### Sequential cells coloured by netlist name, run 1

Drawn at 1.5 px/um.
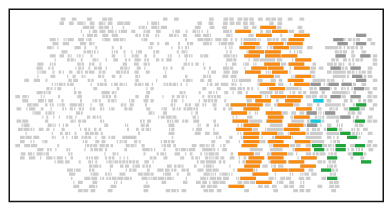
### Routed metal, one colour a layer, run 1

Drawn at 1.5 px/um.
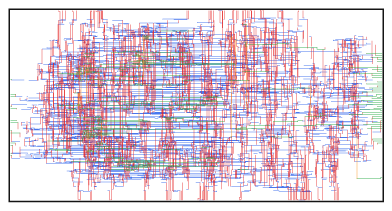
### The metal 3 layer, run 1

Drawn at 1.5 px/um.
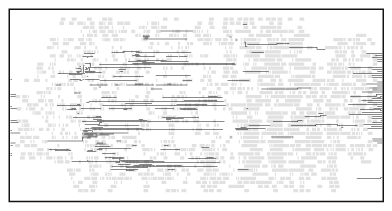
### Clock network drawn from the DEF, run 1

Drawn at 2 px/um.
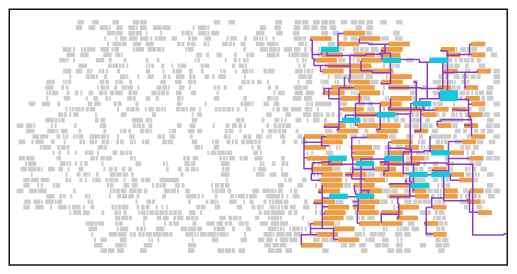
`src/rtl/alu_pkg.sv`:
```
// Shared definitions for the ALU request/response slice: op codes, FIFO occupancy
// states, the response record and the op legality check.
package alu_pkg;

  localparam int unsigned ALU_W     = 32;
  localparam int unsigned ALU_TAG_W = 4;

  typedef enum logic [2:0] {
    OP_AND = 3'b000,
    OP_OR  = 3'b001,
    OP_ADD = 3'b010,
    OP_SUB = 3'b110,
    OP_SLT = 3'b111
  } op_e;

  typedef enum logic [1:0] {
    EMPTY = 2'd0,
    ONE   = 2'd1,
    FULL  = 2'd2
  } cnt_e;

  typedef struct packed {
    logic [ALU_W-1:0]     z;
    logic                 zero;
    logic                 ex;
    logic                 err;
    logic [ALU_TAG_W-1:0] tag;
  } rsp_t;

  function automatic logic is_legal_op(input logic [2:0] op);
    case (op)
      OP_AND, OP_OR, OP_ADD, OP_SUB, OP_SLT: is_legal_op = 1'b1;
      default:                               is_legal_op = 1'b0;
    endcase
  endfunction

endpackage

```
`src/rtl/alu_core.sv`:
```
// Combinational ALU: maps (a, b, op) to result, zero, signed-overflow and illegal-op flags.
module alu_core
  import alu_pkg::*;
#(
  parameter int unsigned W = ALU_W
) (
  input  logic [W-1:0] a,
  input  logic [W-1:0] b,
  input  logic [2:0]   op,
  output logic [W-1:0] z,
  output logic         zero,
  output logic         ex,
  output logic         err
);

  always_comb begin
    z   = '0;
    ex  = 1'b0;
    err = 1'b0;
    case (op)
      OP_AND: z = a & b;
      OP_OR:  z = a | b;
      OP_ADD: begin
        z  = a + b;
        ex = (a[W-1] == b[W-1]) && (z[W-1] != a[W-1]);
      end
      OP_SUB: begin
        z  = a - b;
        ex = (a[W-1] != b[W-1]) && (z[W-1] != a[W-1]);
      end
      OP_SLT: z = {{(W-1){1'b0}}, ($signed(a) < $signed(b))};
      default: err = 1'b1;
    endcase
    zero = (z == '0);
  end

endmodule

```
`src/rtl/alu_req_responder.sv`:
```
// ALU responder: accepts requests, computes through alu_core, and returns results via a
// 2-entry response FIFO with registered handshake outputs and statistics counters.
module alu_req_responder
  import alu_pkg::*;
#(
  parameter int unsigned W     = ALU_W,
  parameter int unsigned TAG_W = ALU_TAG_W,
  parameter int unsigned CNT_W = 16
) (
  input  logic             clk,
  input  logic             rst_n,
  input  logic             req_valid,
  output logic             req_ready,
  input  logic [W-1:0]     req_a,
  input  logic [W-1:0]     req_b,
  input  logic [2:0]       req_op,
  input  logic [TAG_W-1:0] req_tag,
  output logic             rsp_valid,
  input  logic             rsp_ready,
  output logic [W-1:0]     rsp_z,
  output logic             rsp_zero,
  output logic             rsp_ex,
  output logic             rsp_err,
  output logic [TAG_W-1:0] rsp_tag,
  output logic [CNT_W-1:0] stat_ops,
  output logic [CNT_W-1:0] stat_err
);

  rsp_t       mem [2];
  rsp_t       rsp_in;
  rsp_t       head;
  logic       wr_ptr, rd_ptr;
  logic       push, pop;
  cnt_e       state, state_nx;
  logic [W-1:0] core_z;
  logic       core_zero, core_ex, core_err;

  alu_core #(.W(W)) u_core (
    .a    (req_a),
    .b    (req_b),
    .op   (req_op),
    .z    (core_z),
    .zero (core_zero),
    .ex   (core_ex),
    .err  (core_err)
  );

  always_comb begin
    rsp_in      = '0;
    rsp_in.z    = core_z;
    rsp_in.zero = core_zero;
    rsp_in.ex   = core_ex;
    rsp_in.err  = core_err;
    rsp_in.tag  = req_tag;
  end

  assign push = req_valid && req_ready;
  assign pop  = rsp_valid && rsp_ready;

  always_comb begin
    state_nx = state;
    case (state)
      EMPTY:   if (push) state_nx = ONE;
      ONE:     if (push && !pop) state_nx = FULL;
               else if (pop && !push) state_nx = EMPTY;
      FULL:    if (pop) state_nx = ONE;
      default: state_nx = EMPTY;
    endcase
  end

  // req_ready and rsp_valid are registered from the next occupancy, so neither
  // has a combinational path from rsp_ready.
  always_ff @(posedge clk) begin
    if (!rst_n) begin
      state       <= EMPTY;
      req_ready   <= 1'b1;
      rsp_valid   <= 1'b0;
      wr_ptr      <= 1'b0;
      rd_ptr      <= 1'b0;
      mem[0]      <= '0;
      mem[1]      <= '0;
      stat_ops    <= '0;
      stat_err    <= '0;
    end else begin
      state     <= state_nx;
      req_ready <= (state_nx != FULL);
      rsp_valid <= (state_nx != EMPTY);
      if (push) begin
        mem[wr_ptr] <= rsp_in;
        wr_ptr      <= ~wr_ptr;
        stat_ops    <= stat_ops + CNT_W'(1);
        if (rsp_in.err && (stat_err != '1))
          stat_err <= stat_err + CNT_W'(1);
      end
      if (pop)
        rd_ptr <= ~rd_ptr;
    end
  end

  assign head     = mem[rd_ptr];
  assign rsp_z    = head.z;
  assign rsp_zero = head.zero;
  assign rsp_ex   = head.ex;
  assign rsp_err  = head.err;
  assign rsp_tag  = head.tag;

endmodule
```
`config.mk`:
```
export PLATFORM = sky130hd
export DESIGN_NAME = alu_req_responder
export DESIGN_NICKNAME = d
export VERILOG_FILES = /design/src/rtl/alu_pkg.sv /design/src/rtl/alu_core.sv /design/src/rtl/alu_req_responder.sv
export SDC_FILE = /design/constraint.sdc
export NUM_CORES = 1
export LEC_CHECK = 0
export CELL_PAD_IN_SITES_DETAIL_PLACEMENT = 0
export CELL_PAD_IN_SITES_GLOBAL_PLACEMENT = 2
export CORE_ASPECT_RATIO = 0.5
export CORE_MARGIN = 3
export CORE_UTILIZATION = 36
export CTS_CLUSTER_SIZE = 28
export DETAILED_ROUTE_END_ITERATION = 8
export GPL_TIMING_DRIVEN = 1
export PLACE_DENSITY = 0.91
export SLEW_MARGIN = 10
export SYNTH_ARGS = -nofsm -noshare
export SYNTH_HDL_FRONTEND = slang
export SYNTH_SLANG_ARGS = --single-unit
```
`constraint.sdc`:
```
create_clock -name clk -period 6.4 [get_ports clk]
set_input_delay 0.96 -clock clk [delete_from_list [all_inputs] [get_ports clk]]
set_output_delay 0.96 -clock clk [all_outputs]
set_load 0.02 [all_outputs]
```
==> impl_metrics.toml, run 1 <==
# flow metrics
[outcome]
status = "complete, no violations"

[die]
fp-row-count = 43
ios = 148
fp_util_pct = 37.3
chipArea_um2 = 31600
die_height_um = 127
die_width_um = 248

[yosys]
syn_area_per_cell_um2 = 8.33
top_area_cell = "edfxtp_1"
edf_count = 78
synth.distinct_cells = 81
postSynthCellCount = 1268
ff_type = "edfxtp_1"
postSynthSeqShare_pct = 29.6
ys_area_um2 = 10600
synth_top_area_share_pct = 22.2
ys_cells = 1268
syn_area_um2 = 10600

[grt]
overflow = 0
grt_pass1_vias = 9532

[critical_path]
cp.required_ps = 6550
rr_startpoint = "stat_err[7]"
path_max_fanout = 20
startpoint = "req_op[1]"

[sta]
fin_tns_setup_ps = 0
slew_headroom_pct = 29.3
finalSetupViolations = 0
worstMarginPinSlew_ps = 1030
clock-skew-final_ps = 5.48
fmax_mhz = 196
worst_slack_ps = 1300

[route]
route.detailed.drc = 0
route.vias.total = 9975
routed.top_layer = "met4"
drt_wl_total_um = 35800
route.antenna.remaining_nets = 0
drt-vias-per-instance = 5.63
routed-wl-met2_um = 15500
firstDrtPassIters = 5
met3RoutedLength_um = 2670

[min_path]
min_path_type = "flip-flop to flip-flop"

[pwr]
peakVddDrop_mv = 0.174
p_int_w = 0.00186
swShare_pct = 31.9

[flow_run]
warnings = 92

[placement]
gp_congestion = 0.990
dp_slack_ps = 1150
place_inst = 1740

[clocking]
numCtsBuffers = 17
cts.sinks = 117
cts_tree = "yes"
cts_setup_buffers = 0

[layout]
final_nets = 1554
final_common_cell = "clkdlybuf4s50_1"
area.growth.synth_to_final_pct = 22.8
drive_gt1_share_pct = 7.85
## Picture notes: 'Sequential cells coloured by netlist name'
- state: cyan (placed flops 2)
- mem: orange (placed flops 78)
- stat_err: green (placed flops 16)

## Picture notes: 'Routed metal, one colour a layer'
- M4: orange (wire length 430 um)
- M1: blue (wire length 17300 um)
- M3: green (wire length 2670 um)
- M2: red (wire length 15500 um)

## Picture notes: 'The metal 3 layer'
- nets with wire on the layer: 162
- main direction: horizontal
- longest straight run: 94.8 um
- share of all routed wire: 7.4%
- wire length on this layer: 2670 um

## Picture notes: 'Clock network drawn from the DEF'
- flip-flops: orange (count 117)
- clock-net drivers: cyan (count 17)
- clock wires: purple (length 1430 um)
- routed clock nets: 18

[run 1: cell usage after synthesis (20+ instances only)]
library cell    n
nor4_1         20
nor2_1        141
nand3_1        22
o21ai_0        55
nand2_1        91
o31ai_1        21
nand4_1        21
clkbuf_1       45
inv_1         119
and2_1         36
edfxtp_1       78
ha_1          100
a211oi_1       22
nor3_1         25
xnor2_1        42
mux2_2         42
a21oi_1        76
nor2b_1        31
dfxtp_1        39
[run 1: kinds of logic (layout without fill, tap and decap cells)]
family,count (synthesis),after routing,synth area share [%]
buffers and inverters,187,308,6.82
AND-OR/OR-AND,309,309,20.3
XOR/XNOR,47,47,3.90
adder cells (fa/ha/maj),102,102,12.2
flip-flops,117,117,29.6
multiplexers,61,61,6.28
AND/OR/NAND/NOR,445,445,20.9
[run 1: area by class of cell]
type	count	share of cell area (%)
repair buffers	158	11.9
clock inverters	14	1.61
clock buffers	17	3.28
multi-input cells	964	52.0
flip-flops and latches	117	24.1
inverters	119	3.44
well taps	382	3.68
[run 1: registers in the layout, indices dropped and copies added (netlist names), named ones only]
register and count:
stat_err 16, wr_ptr 1, mem 78, stat_ops 16, req_ready 1, rsp_valid 1
rd_ptr 1, state 2
[run 1: critical path: stages]
cell	delay (ps)
clkdlybuf4s50_1	900
nor2b_2	910
nand2_1	750
nor4b_1	770
o31ai_1	340
and3_1	270
nand4b_1	110
nand4b_4	150
nor3_1	70
[run 1: metal layers]
metal | up-vias | GRT usage (%)
met4 | 0 | 3.24
met1 | 4788 | 33.0
met3 | 37 | 4.87
met5 | - | 0
li1 | 4778 | -
met2 | 372 | 34.0
[run 1: power groups by stage]
stage	clock network, W	registers [W]	logic, W
finish	0.00101	0.000873	0.000852
global route	0.00106	0.000878	0.000921
floorplan	0	0.000889	0.000518
detailed placement	0	0.000889	0.000837
global placement	0	0.000885	0.000836
CTS	0.00103	0.000874	0.000842
[run 1: path summary, 6_finish.rpt]
kind         slack [ps]            to  depth (start not counted)
max                1300     mem[0][6]                          9
min                 510   stat_err[9]                          2
max reg2reg        3890  stat_err[12]                         10
min reg2reg         510   stat_err[9]                          2
[run 1: stage by stage]
stage               instance area, um^2  total power (W)  utilization, %
finish                            13000          0.00274            45.8
detailed placement                12300          0.00173            43.6
CTS                               13000          0.00274            45.8
floorplan                         10600          0.00141               -
global placement                  12300          0.00172            43.6
global route                      13000          0.00286            45.8
### Congestion heat map, run 1

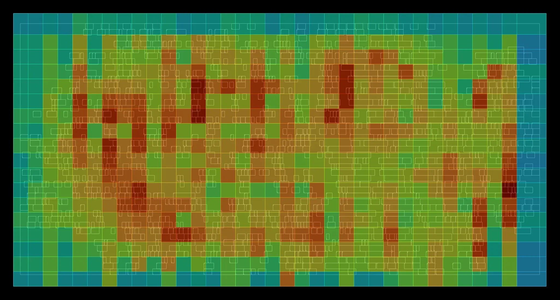

==> run 2, diff against run 1 <==
--- a/config.mk
+++ b/config.mk
@@ -9,11 +9,11 @@
 export CELL_PAD_IN_SITES_GLOBAL_PLACEMENT = 2
 export CORE_ASPECT_RATIO = 0.5
 export CORE_MARGIN = 3
-export CORE_UTILIZATION = 36
+export CORE_UTILIZATION = 34
 export CTS_CLUSTER_SIZE = 28
 export DETAILED_ROUTE_END_ITERATION = 8
 export GPL_TIMING_DRIVEN = 1
-export PLACE_DENSITY = 0.91
+export PLACE_DENSITY = 0.86
 export SLEW_MARGIN = 10
 export SYNTH_ARGS = -nofsm -noshare
 export SYNTH_HDL_FRONTEND = slang
==> constraint.sdc (replaced) <==
create_clock -name clk -period 5.3 [get_ports clk]
set_input_delay 0.795 -clock clk [delete_from_list [all_inputs] [get_ports clk]]
set_output_delay 0.795 -clock clk [all_outputs]
set_load 0.02 [all_outputs]
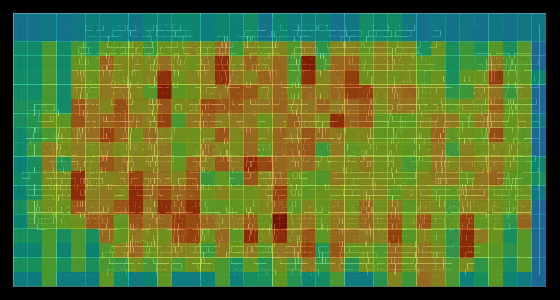
*Congestion heat map, run 2*
Core Util, Final: 43.9%
GR peak layer: met2
met3 Use GR: 3.60%

==> run 2 against run 1 <==
  * Worst setup slack lost 800 ps
  * Critical endpoint unchanged
  * First-iteration DRC count is 16% higher
  * Die size rose by 5.7%
  * Sequential power increased by about 20%
  * Synthesized cell count unchanged
  * Clock-buffer cell count up 2
==> impl_metrics.toml, run 2 <==
# flow metrics
[outcome]
status = "complete, no violations"

[die]
core_area_um2 = 29800
die_width_um = 255
die_height_um = 131
ios = 148
fp_util_pct = 35.5
fp-row-count = 44
chipArea_um2 = 33400

[clocking]
hold_buffers = 0
cts_tree = "yes"
cts.sinks = 117
clk_latency_ps = 400
clock-root-buffer = "clkbuf_16"
cts_resized = 0
cts_setup_buffers = 0
clockBufferDepth = 2
numCtsBuffers = 17
path_clk_slew_ps = 50

[yosys]
syn_nets = 1445
ys_cells = 1268
top_area_cell = "edfxtp_1"
syn_area_um2 = 10600
ys_area_um2 = 10600
synth.distinct_cells = 81
postSynthSeqShare_pct = 29.6
ff_type = "edfxtp_1"
topCellsByArea = "edfxtp_1, ha_1, dfxtp_1"
synth_top_cell_by_count = "nor2_1"
syn_area_per_cell_um2 = 8.33
ys_ff = 117
synth_top_area_share_pct = 22.2
postSynthCellCount = 1268
synth_warnings = 0
synthArstFlopShare_pct = 0
common_cells = "nor2_1, inv_1, ha_1"
edf_count = 78

[layout]
reg_top3 = "mem (78), stat_err (16), stat_ops (16)"
num_antenna_cells = 0
drive_gt1_share_pct = 8.94
largest_reg_flops = 78
final_nets = 1576
area.growth.synth_to_final_pct = 23.8
mostFrequentLayoutCells = "clkdlybuf4s50_1, nor2_1, inv_1"
final_common_cell = "clkdlybuf4s50_1"
top_register = "mem"

[pwr]
p_per_area_nw_per_um2 = 242
peakVddDrop_mv = 0.210

[critical_path]
worst_setup_path_start_kind = "input port"
critical_path_arrival_ps = 5030
path_buffers = 3
crit_type = "input port to flip-flop"
cp_slowest_stage_delay_ps = 770
critPathMostFrequentCell = "inv_1"
critical_path.top_delay_family = "simple AND/OR/NAND/NOR gates"
path_max_fanout = 11
cp.required_ps = 5530
cp-end-kind = "flip-flop"
worstPathCellList = "clkdlybuf4s50_1 > inv_1 > ha_1 > inv_1 > a21oi_1 > o2111ai_1 > nor4_1 > o31ai_2 > a221oi_1 > and2_1 > and4_1 > nand4b_4 > nor3_1"
slowest_stage = "nor4_1"

[sta]
fin_tns_setup_ps = 0
fmax_mhz = 208
slew_headroom_pct = 42.7
post-route-min-period_ps = 4800
clock-skew-final_ps = 8.75
finalSetupViolations = 0
worstMarginPinSlew_ps = 852
period_used_pct = 90.5
rsz0062_at_grt = "no"
drv_slew = 0

[flow_run]
drv_cap = 0
warnings = 92

[route]
drt-vias-per-instance = 5.50
route.vias.total = 10034
route.detailed.drc = 0
route.antenna.remaining_nets = 0
drt_wl_total_um = 36600
wl_per_cell_um = 20.1
drtIter0Drc = 864
firstDrtPassIters = 5

[grt]
grt_pass1_vias = 9535
overflow = 0
grt_pass1_wl_um = 55700
antenna_found_initial = 1

[placement]
place_inst = 1794
place.port_buffers = 147
dpl.hpwl_um = 28400
gp_congestion = 0.963

[min_path]
min_path_type = "flip-flop to flip-flop"
## run 2: cell counts after synthesis
Identical to the previous run, type by type.
## run 2: area by class of cell
type | count | area, um^2
Inverter | 119 | 447
Clock inverter | 11 | 113
Tap cell | 414 | 518
Clock buffer | 19 | 433
Multi-Input combinational cell | 964 | 6740
Timing Repair Buffer | 180 | 1710
Fill cell | 2947 | 16700
Sequential cell | 117 | 3120
## run 2: cells by family after synthesis
| group | share of synthesized area [%] |
|---|---|
| xor+xnor | 3.90 |
| compound gates | 20.3 |
| fa+ha+maj | 12.2 |
| mux | 6.28 |
| flops | 29.6 |
| simple gates | 20.9 |
| buf+inv | 6.82 |
## run 2: where the power goes
part | switching, W | internal (W) | total [W]
registers | 0.0000181 | 0.00104 | 0.00105
clock network | 0.000376 | 0.000678 | 0.00105
logic | 0.000649 | 0.000407 | 0.00106
total | 0.00104 | 0.00212 | 0.00316
## run 2: worst min-delay path: stages, from the launching register on
cell and delay [ps]:
dfxtp_1 320, o21ai_0 70, a21boi_0 70
## run 2: worst paths after layout
kind | from | end | slack (ps) | cells past startpoint
worst max-delay path | req_a[11] | mem[0][6] | 500 | 13
worst min-delay path | stat_err[9] | stat_err[9] | 510 | 2
worst max register to register | stat_err[7] | stat_err[12] | 2690 | 10
worst min register to register | stat_err[9] | stat_err[9] | 510 | 2
## run 2: routing by layer
layer | global-route usage [%] | part of all wire, %
met5 | 0 | 0
met4 | 3.36 | 0.62
met3 | 3.60 | 6.4
met2 | 34.5 | 44
met1 | 30.6 | 49
## run 2: per-stage QoR
stage	worst slack, ps	util (%)	area [um^2]	hold slack [ps]	power, W
after floorplan	1040	-	10600	542	0.00170
after global placement	339	42.1	12500	486	0.00211
after detailed placement	283	42.1	12500	507	0.00211
after CTS	695	43.9	13100	514	0.00318
after global routing	375	43.9	13100	551	0.00331
final	504	43.9	13100	513	0.00316
==> run 3, diff against run 2 <==
--- a/config.mk
+++ b/config.mk
@@ -7,8 +7,6 @@
 export LEC_CHECK = 0
 export CELL_PAD_IN_SITES_DETAIL_PLACEMENT = 0
 export CELL_PAD_IN_SITES_GLOBAL_PLACEMENT = 2
-export CORE_ASPECT_RATIO = 0.5
-export CORE_MARGIN = 3
 export CORE_UTILIZATION = 34
 export CTS_CLUSTER_SIZE = 28
 export DETAILED_ROUTE_END_ITERATION = 8
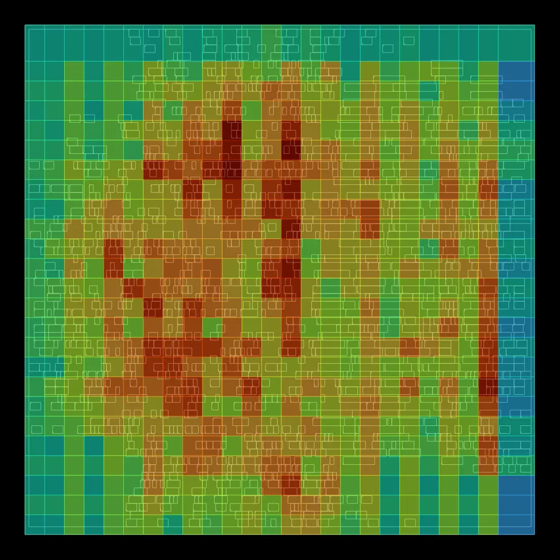
*Congestion heat map, run 3*
GRT Util Overall: 21.5%
Core Util, Final: 42.8%
GR Util met1: 29.1%
WL per Instance: 18.9 um

==> run 3 against run 2 <==
  * Routed wire length fell by 6.2%
  * Maximum frequency up 6.9%
  * Utilization down 1.1 points
  * Area after synthesis is the same
  * Cell area is essentially flat
  * Critical path depth stayed put
  * Power down 1.4%
  * Hold slack worse by 5.7 ps
==> impl_metrics.toml, run 3 <==
# flow metrics
[route]
route.antenna.remaining_nets = 0
firstDrtPassIters = 6
drt_wl_total_um = 34300
drtIter0Drc = 764
drt-vias-per-instance = 5.53
route.vias.total = 10014

[yosys]
ys_cells = 1268
mux_area_share_pct = 6.28
ys_area_um2 = 10600
synth_compound_gate_area_share_pct = 20.3
ys_ff = 117
synth_top_cell_by_count = "nor2_1"
ff_type = "edfxtp_1"
top_area_cell = "edfxtp_1"
synth.distinct_cells = 81
edf_count = 78
postSynthSeqShare_pct = 29.6
xor_share_pct = 3.90
synthAdderAreaFrac_pct = 12.2
logic_family = "simple AND/OR/NAND/NOR gates"
syn_nets = 1445
synth_top_area_share_pct = 22.2

[grt]
grt_util_met2_pct = 34.7
antenna_found_initial = 0
grt_pass1_wl_um = 52800
gr-usage-met3_pct = 3.43

[layout]
seq_area_um2 = 3120
fillers = 3104
area.growth.synth_to_final_pct = 23.9
num_antenna_cells = 0
reg_top3 = "mem (78), stat_err (16), stat_ops (16)"
mostFrequentLayoutCells = "clkdlybuf4s50_1, nor2_1, inv_1"

[pwr]
p_per_area_nw_per_um2 = 238

[outcome]
status = "complete, no violations"

[critical_path]
cp_slowest_stage_delay_ps = 670
r2r_cells = 10
cp-end-kind = "flip-flop"
startpoint = "req_a[17]"
path_max_fanout = 10
slowest_stage = "nor4_1"
regToRegEndpoint = "stat_err[12]"
crit_type = "input port to flip-flop"

[clocking]
hold_buffers = 0
cts_resized = 0
clk_latency_ps = 410
cts_setup_buffers = 0
cts.sinks = 117
cts_tree = "yes"
clockBufferDepth = 2
path_clk_slew_ps = 50

[sta]
slew_headroom_pct = 33.8
finalSetupViolations = 0
clock-skew-final_ps = 7.75
drv_slew = 0
period_used_pct = 84.7
worstMarginPinSlew_ps = 992
rsz0062_at_grt = "no"

[flow_run]
warnings = 92

[die]
core_area_um2 = 30600
die_width_um = 178
ios = 148

[placement]
dpl.hpwl_um = 26800

[min_path]
min_path_type = "flip-flop to flip-flop"
## run 3: worst min path at each step
stage,end,start
finish,stat_err[9],stat_err[9]
global route,stat_ops[1],stat_ops[1]
CTS,stat_err[9],stat_err[9]
detailed placement,stat_err[9],stat_err[9]
global placement,stat_ops[1],stat_ops[1]
floorplan,rsp_valid,state[1]
## run 3: layout make-up
cell class              count  share of cell area (%)
clock buffers              24                    3.77
clock inverters             8                   0.373
inverters                 119                    3.41
multi-input cells         964                    51.5
flip-flops and latches    117                    23.9
well taps                 396                    3.79
repair buffers            182                    13.3
## run 3: worst max-delay path: cells and delay by family
family / cells / cell delay (ps)
compound gates: 5 / 1530
simple gates: 4 / 1180
buf+inv: 3 / 740
fa+ha+maj: 1 / 470
## run 3: kinds of logic after synthesis
family | after synthesis
XOR/XNOR | 47
AND/OR/NAND/NOR | 445
AND-OR/OR-AND | 309
buffers and inverters | 187
multiplexers | 61
adder cells (fa/ha/maj) | 102
flip-flops | 117
## run 3: where the power goes
| part | internal [W] | switching, W | leakage [nW] | total [W] |
|---|---|---|---|---|
| Combinational | 0.000408 | 0.000617 | 3.84 | 0.00103 |
| Sequential | 0.00104 | 0.0000284 | 1.14 | 0.00106 |
| Clock | 0.000646 | 0.000382 | 0.270 | 0.00103 |
## run 3: through the flow
stage	setup WS (ps)	utilization (%)	power, W	std cells	cell area, um^2
5_1_grt	464	42.8	0.00327	1810	13100
2_1_floorplan	1040	-	0.00170	1268	10600
6_report	813	42.8	0.00312	1810	13100
4_1_cts	874	42.8	0.00313	1810	13100
3_5_place_dp	448	41.0	0.00210	1778	12500
3_3_place_gp	436	41.0	0.00209	1778	12500
## run 3: routing by layer
layer	vias to the layer above	routed length, um
li1	4821	-
met2	368	15400
met4	0	795
met3	60	2340
met5	-	0
met1	4765	15800
No activity file was given, so power comes from the tool's default toggle rates.
